===== src/rtl/muldiv_ctrl.sv =====
// RV32M sequencer: issues multiplies to an external registered multiplier and runs a
// 32-step restoring divider. Define MULDIV_DIV_EARLY_OUT_EN to finish divides with |a| < |b| at once.
module muldiv_ctrl #(
    parameter int XLEN = 32,
    parameter int RD_W = 5
) (
    input  logic            clk,
    input  logic            rst,
    input  logic            flush,
    input  logic            op_valid,
    output logic            op_ready,
    input  logic [2:0]      op_funct,
    input  logic [XLEN-1:0] op_a,
    input  logic [XLEN-1:0] op_b,
    input  logic [RD_W-1:0] op_rd,
    output logic [3:0]      mul_sel,
    output logic [XLEN-1:0] mul_a,
    output logic [XLEN-1:0] mul_b,
    input  logic [XLEN-1:0] mul_res,
    output logic            res_valid,
    input  logic            res_ready,
    output logic [XLEN-1:0] res_data,
    output logic [RD_W-1:0] res_rd,
    output logic            busy
);

    typedef enum logic [2:0] {
        IDLE,
        MUL_WAIT,
        DIV_RUN,
        DIV_FIX,
        DONE
    } state_e;

    state_e          state_q, state_d;
    logic            rem_sel_q, rem_sel_d;
    logic [RD_W-1:0] rd_q, rd_d;
    logic [XLEN-1:0] data_q, data_d;
    logic [XLEN-1:0] quo_q, quo_d;
    logic [XLEN-1:0] rem_q, rem_d;
    logic [XLEN-1:0] dvs_q, dvs_d;
    logic [5:0]      cnt_q, cnt_d;
    logic            negq_q, negq_d;
    logic            negr_q, negr_d;

    logic            is_signed;
    logic [XLEN-1:0] a_mag, b_mag;
    logic            b_zero, ovf;
    logic [XLEN:0]   trial;
    logic [XLEN-1:0] q_fix, r_fix;

    assign is_signed = ~op_funct[0];
    assign a_mag     = (is_signed && op_a[XLEN-1]) ? -op_a : op_a;
    assign b_mag     = (is_signed && op_b[XLEN-1]) ? -op_b : op_b;
    assign b_zero    = (op_b == '0);
    assign ovf       = is_signed && (op_a == {1'b1, {(XLEN-1){1'b0}}}) && (op_b == '1);

    // Partial remainder stays below the divisor, so XLEN+1 bits capture the borrow exactly.
    assign trial = {rem_q, quo_q[XLEN-1]} - {1'b0, dvs_q};
    assign q_fix = negq_q ? -quo_q : quo_q;
    assign r_fix = negr_q ? -rem_q : rem_q;

    assign res_valid = (state_q == DONE);
    assign res_data  = data_q;
    assign res_rd    = rd_q;
    assign busy      = (state_q != IDLE);

    always_comb begin
        state_d   = state_q;
        rem_sel_d = rem_sel_q;
        rd_d      = rd_q;
        data_d    = data_q;
        quo_d     = quo_q;
        rem_d     = rem_q;
        dvs_d     = dvs_q;
        cnt_d     = cnt_q;
        negq_d    = negq_q;
        negr_d    = negr_q;
        op_ready  = (state_q == IDLE) && !flush;
        mul_sel   = '0;
        mul_a     = op_a;
        mul_b     = op_b;

        if (flush) begin
            state_d = IDLE;
        end else begin
            case (state_q)
                IDLE: begin
                    if (op_valid) begin
                        rem_sel_d = op_funct[1];
                        rd_d      = op_rd;
                        if (!op_funct[2]) begin
                            mul_sel = {1'b0, op_funct} + 4'd1;
                            state_d = MUL_WAIT;
                        end else if (b_zero) begin
                            data_d  = op_funct[1] ? op_a : '1;
                            state_d = DONE;
                        end else if (ovf) begin
                            data_d  = op_funct[1] ? '0 : op_a;
                            state_d = DONE;
`ifdef MULDIV_DIV_EARLY_OUT_EN
                        end else if (a_mag < b_mag) begin
                            data_d  = op_funct[1] ? op_a : '0;
                            state_d = DONE;
`endif
                        end else begin
                            quo_d   = a_mag;
                            rem_d   = '0;
                            dvs_d   = b_mag;
                            cnt_d   = 6'd31;
                            negq_d  = is_signed && (op_a[XLEN-1] ^ op_b[XLEN-1]);
                            negr_d  = is_signed && op_a[XLEN-1];
                            state_d = DIV_RUN;
                        end
                    end
                end
                MUL_WAIT: begin
                    data_d  = mul_res;
                    state_d = DONE;
                end
                DIV_RUN: begin
                    if (!trial[XLEN]) begin
                        rem_d = trial[XLEN-1:0];
                        quo_d = {quo_q[XLEN-2:0], 1'b1};
                    end else begin
                        rem_d = {rem_q[XLEN-2:0], quo_q[XLEN-1]};
                        quo_d = {quo_q[XLEN-2:0], 1'b0};
                    end
                    if (cnt_q == '0) state_d = DIV_FIX;
                    else             cnt_d   = cnt_q - 6'd1;
                end
                DIV_FIX: begin
                    data_d  = rem_sel_q ? r_fix : q_fix;
                    state_d = DONE;
                end
                DONE: begin
                    if (res_ready) state_d = IDLE;
                end
                default: state_d = IDLE;
            endcase
        end
    end

    always_ff @(posedge clk or negedge rst) begin
        if (!rst) begin
            state_q   <= IDLE;
            rem_sel_q <= 1'b0;
            rd_q      <= '0;
            data_q    <= '0;
            quo_q     <= '0;
            rem_q     <= '0;
            dvs_q     <= '0;
            cnt_q     <= '0;
            negq_q    <= 1'b0;
            negr_q    <= 1'b0;
        end else begin
            state_q   <= state_d;
            rem_sel_q <= rem_sel_d;
            rd_q      <= rd_d;
            data_q    <= data_d;
            quo_q     <= quo_d;
            rem_q     <= rem_d;
            dvs_q     <= dvs_d;
            cnt_q     <= cnt_d;
            negq_q    <= negq_d;
            negr_q    <= negr_d;
        end
    end

endmodule


===== config.mk =====
export PLATFORM = sky130hd
export DESIGN_NAME = muldiv_ctrl
export DESIGN_NICKNAME = d
export VERILOG_FILES = /design/src/rtl/muldiv_ctrl.sv
export SDC_FILE = /design/constraint.sdc
export NUM_CORES = 1
export LEC_CHECK = 0
export CAP_MARGIN = 40
export CORE_MARGIN = 3
export CORE_UTILIZATION = 55
export DETAILED_ROUTE_END_ITERATION = 7
export PLACE_DENSITY_LB_ADDON = 0.25
export SYNTH_ARGS = -nofsm -noshare
export SYNTH_HDL_FRONTEND = slang
export SYNTH_SLANG_ARGS = --single-unit

===== constraint.sdc =====
create_clock -name clk -period 4.5 [get_ports clk]
set_input_delay 1.35 -clock clk [delete_from_list [all_inputs] [get_ports clk]]
set_output_delay 1.35 -clock clk [all_outputs]
set_load 0.01 [all_outputs]

Sequential cells colored by netlist name:
Bar = 50 um. Other sequential cells in the stronger gray, the rest of the logic in the fainter gray.
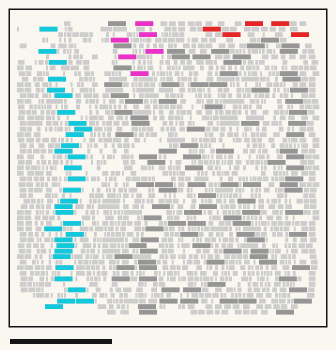
legend:
  res_rd:
    color: red
    placed_flops: 5
    where: upper right
  cnt_q:
    color: magenta
    placed_flops: 6
    where: top center
  dvs_q:
    color: cyan
    placed_flops: 32
    where: a column on the left
not colored: 102
sequential cell area: 3628 sq um
final core occ: 70.79%
Seq/total area: 23.93%

Logic cells by family:
Bar = 50 um.
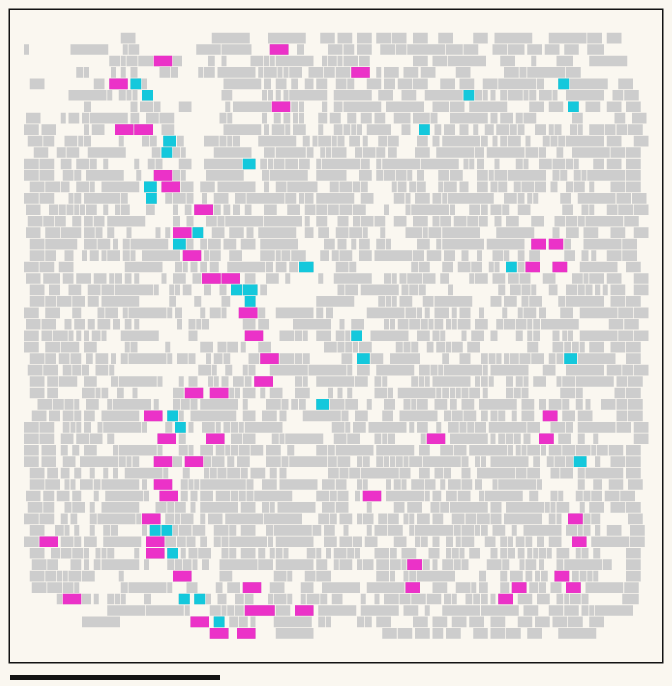
legend:
  fa/ha/maj cells:
    color: magenta
    cells: 55
    most_used: ha_1
    where: widely spread
  non-inverting ao/oa cells:
    color: cyan
    cells: 31
    most_used: a21o_1
    where: widely spread
logic share of the area: 49.58%
final std cells w/o fill: 1,993

==> Slide: Implementation Results <==
Physical Implementation Snapshot

Floorplanning
  • Io pins: ~220
  • Chip Area: between 20,000 and 25,000 sq um
  • Fp util: 56.94%
  • Placement row count: 53
  • Die X: around 150 um
  • Core box area: between 20,000 and 25,000 sq um
  • Tap cells: ~280

Critical path
  • Critical path required time: approximately 3.2 ns
  • Worst path bufs/invs: 2
  • Crit-path cells: clkdlybuf4s50_1, ha_1, nor3b_1, clkdlybuf4s50_1
  • Crit path max fanout: 2
  • Worst path most repeated cell: clkdlybuf4s50_1
  • Worst setup SP type: input pin
  • R2R Path Start: quo_q[1]$_DFFE_PN0P_
  • Crit Path Class: in -> out
  • Worst setup EP type: output pin
  • Crit-path max cell delay: about 0.57 ns
  • Reg2reg setup slack: roughly 0.93 ns
  • Critical R2R Capture: res_data[28]$_DFFE_PN0P_
  • Worst Reg-to-Reg Cells: 10
  • Top delay family on crit path: buffers and inverters
  • Slowest cell on crit path: clkdlybuf4s50_1
  • Critical Path Start: op_funct[0]
  • CP Depth: 4

Cells and area
  • Flop count: ~150
  • Layout cells sized above 1: about 9%
  • ClkCell Share: between 3 and 4%
  • NonClk Buf Share: a little under a fifth
  • ANT cells: 0
  • Comb gate area: 7517 sq um
  • Nonclk inv count: approximately 60
  • Most numerous logic cell after layout: clkdlybuf4s50_1
  • Area Overhead vs Synth: 24.34%
  • CLK BUF: 19
  • Top cells excl fill/tap: 214 x clkdlybuf4s50_1, 195 x nand2_1, 152 x o21ai_0
  • Largest cell class by area: multi-input combinational cells
  • Nets: around 1,900
  • Comb gates: ~1,200
  • Filler cells: approximately 1,700
  • Design Area, Final: around 15,000 sq um
  • Non-clk bufs: about 300

Pwr
  • Peak VDD IR: just under 0.0002 V
  • Seq power: ~2.0 mW
  • Cell-internal power: roughly 3.6 mW
  • Power, Total: 5.739 mW
  • Reg power frac: between 30% and 40%
  • Lkg Pwr: 6.268 nW
  • Combinational share of power: between 40% and 50%
  • Clk pwr: about 1.5 mW
  • Clock share of power: between 20% and 30%

Synthesis
  • Most used DFF post-synth: dfrtp_1
  • Yosys top cell by instances: nand2_1
  • Synth async-reset ratio: 100.0%
  • Mux share: 3.776%
  • Number of flops mapped to enable cells by yosys: 0
  • Yosys stat area: roughly 12,000 sq um
  • Simple share: roughly a fifth
  • Adder share: 5.417%
  • Yosys aoi share: roughly 22%
  • Top post-synthesis cells by count: 195 x nand2_1, 152 x o21ai_0, 145 x dfrtp_1
  • Ys cells: around 1,500
  • Cell area after synthesis: 12,200 sq um
  • Number of synthesized register bits: 145
  • Xor+xnor area frac: roughly a tenth
  • Nets at Floorplan: around 1,700
  • Synth logic family: AND-OR/OR-AND gates
  • Yosys top cell area share: ~30%
  • Mean Syn Cell Area: about 8 sq um
  • Post-synth seq share: ~30%
  • Top cells by area: dfrtp_1 30%, o21ai_0 6.2%, xnor2_1 6.0%
  • Synth warn: 0

Min path
  • Hold EP: dvs_q[21]$_DFFE_PN0P_
  • HP Start: dvs_q[21]$_DFFE_PN0P_
  • Worst hold path class: reg -> reg
  • Hold depth: 2

STA
  • Max-slew headroom: a little under half
  • Slew Viols, Final: 0
  • Final hold slack: around 0.48 ns
  • Worst-margin pin slew: between 0.8 and 0.9 ns
  • Clock skew: about 0.0093 ns
  • Fin. Hold Viols: 0
  • Cycle use final: 94.20%
  • Setup violators final: 0
  • Minimum clock period: between 4 and 5 ns
  • Setup Total Neg Slack: 0 ns
  • Peak Freq: 235.9 MHz

Global route
  • Top Usage Layer GRT: met2
  • Vias in the first global route: between 10,000 and 15,000
  • Initial antenna violation count: 0
  • Met2 Resource Use GR: roughly half
  • Total GRT Usage: around 31%
  • M3 GR Usage: about 5.3%
  • GRT met1 Usage: between 40% and 50%
  • Pin count of the biggest net entering global routing: 73
  • Gr ovfl total: 0

Detailed routing
  • WL met2: between 15,000 and 20,000 um
  • Detail Route Antenna Nets: 0
  • Met3 WL: about 3100 um
  • Drt wl/cell: approximately 19 um
  • Iter 0 DRT Violations: roughly 1,000
  • Post-DR vias/cell: 6.078
  • Drt total wl: 37,510 um
  • Via count: about 12,000
  • DRC: 4
  • Top Layer Used: met4

CTS
  • Clk_lat worst skew: between 0.4 and 0.5 ns
  • Number of H-tree levels: 4
  • Postcts setup bufs: 0
  • Post-CTS sizing: 0
  • CTS sink cnt: about 150
  • CTS tree: done
  • CTS Buf Count: 17
  • Root buf cell: clkbuf_16
  • Hold Buf Count CTS: 0
  • Clk buf depth: 2
  • Worst-path clk slew: 0.06 ns

Placed design
  • HPWL Detailed: approximately 29,000 um
  • PortBufs: approximately 220
  • Dpl ws: -0.004494 ns
  • Placed Area: roughly 15,000 sq um
  • Routability cong.: 0.9658

Run status
  • Failing checks: design-rule violations
  • Outcome: finished, violations left

Run
  • Tool Warnings: 28
  • Max cap viols: 0
No activity file was given, so power comes from the tool's default toggle rates.
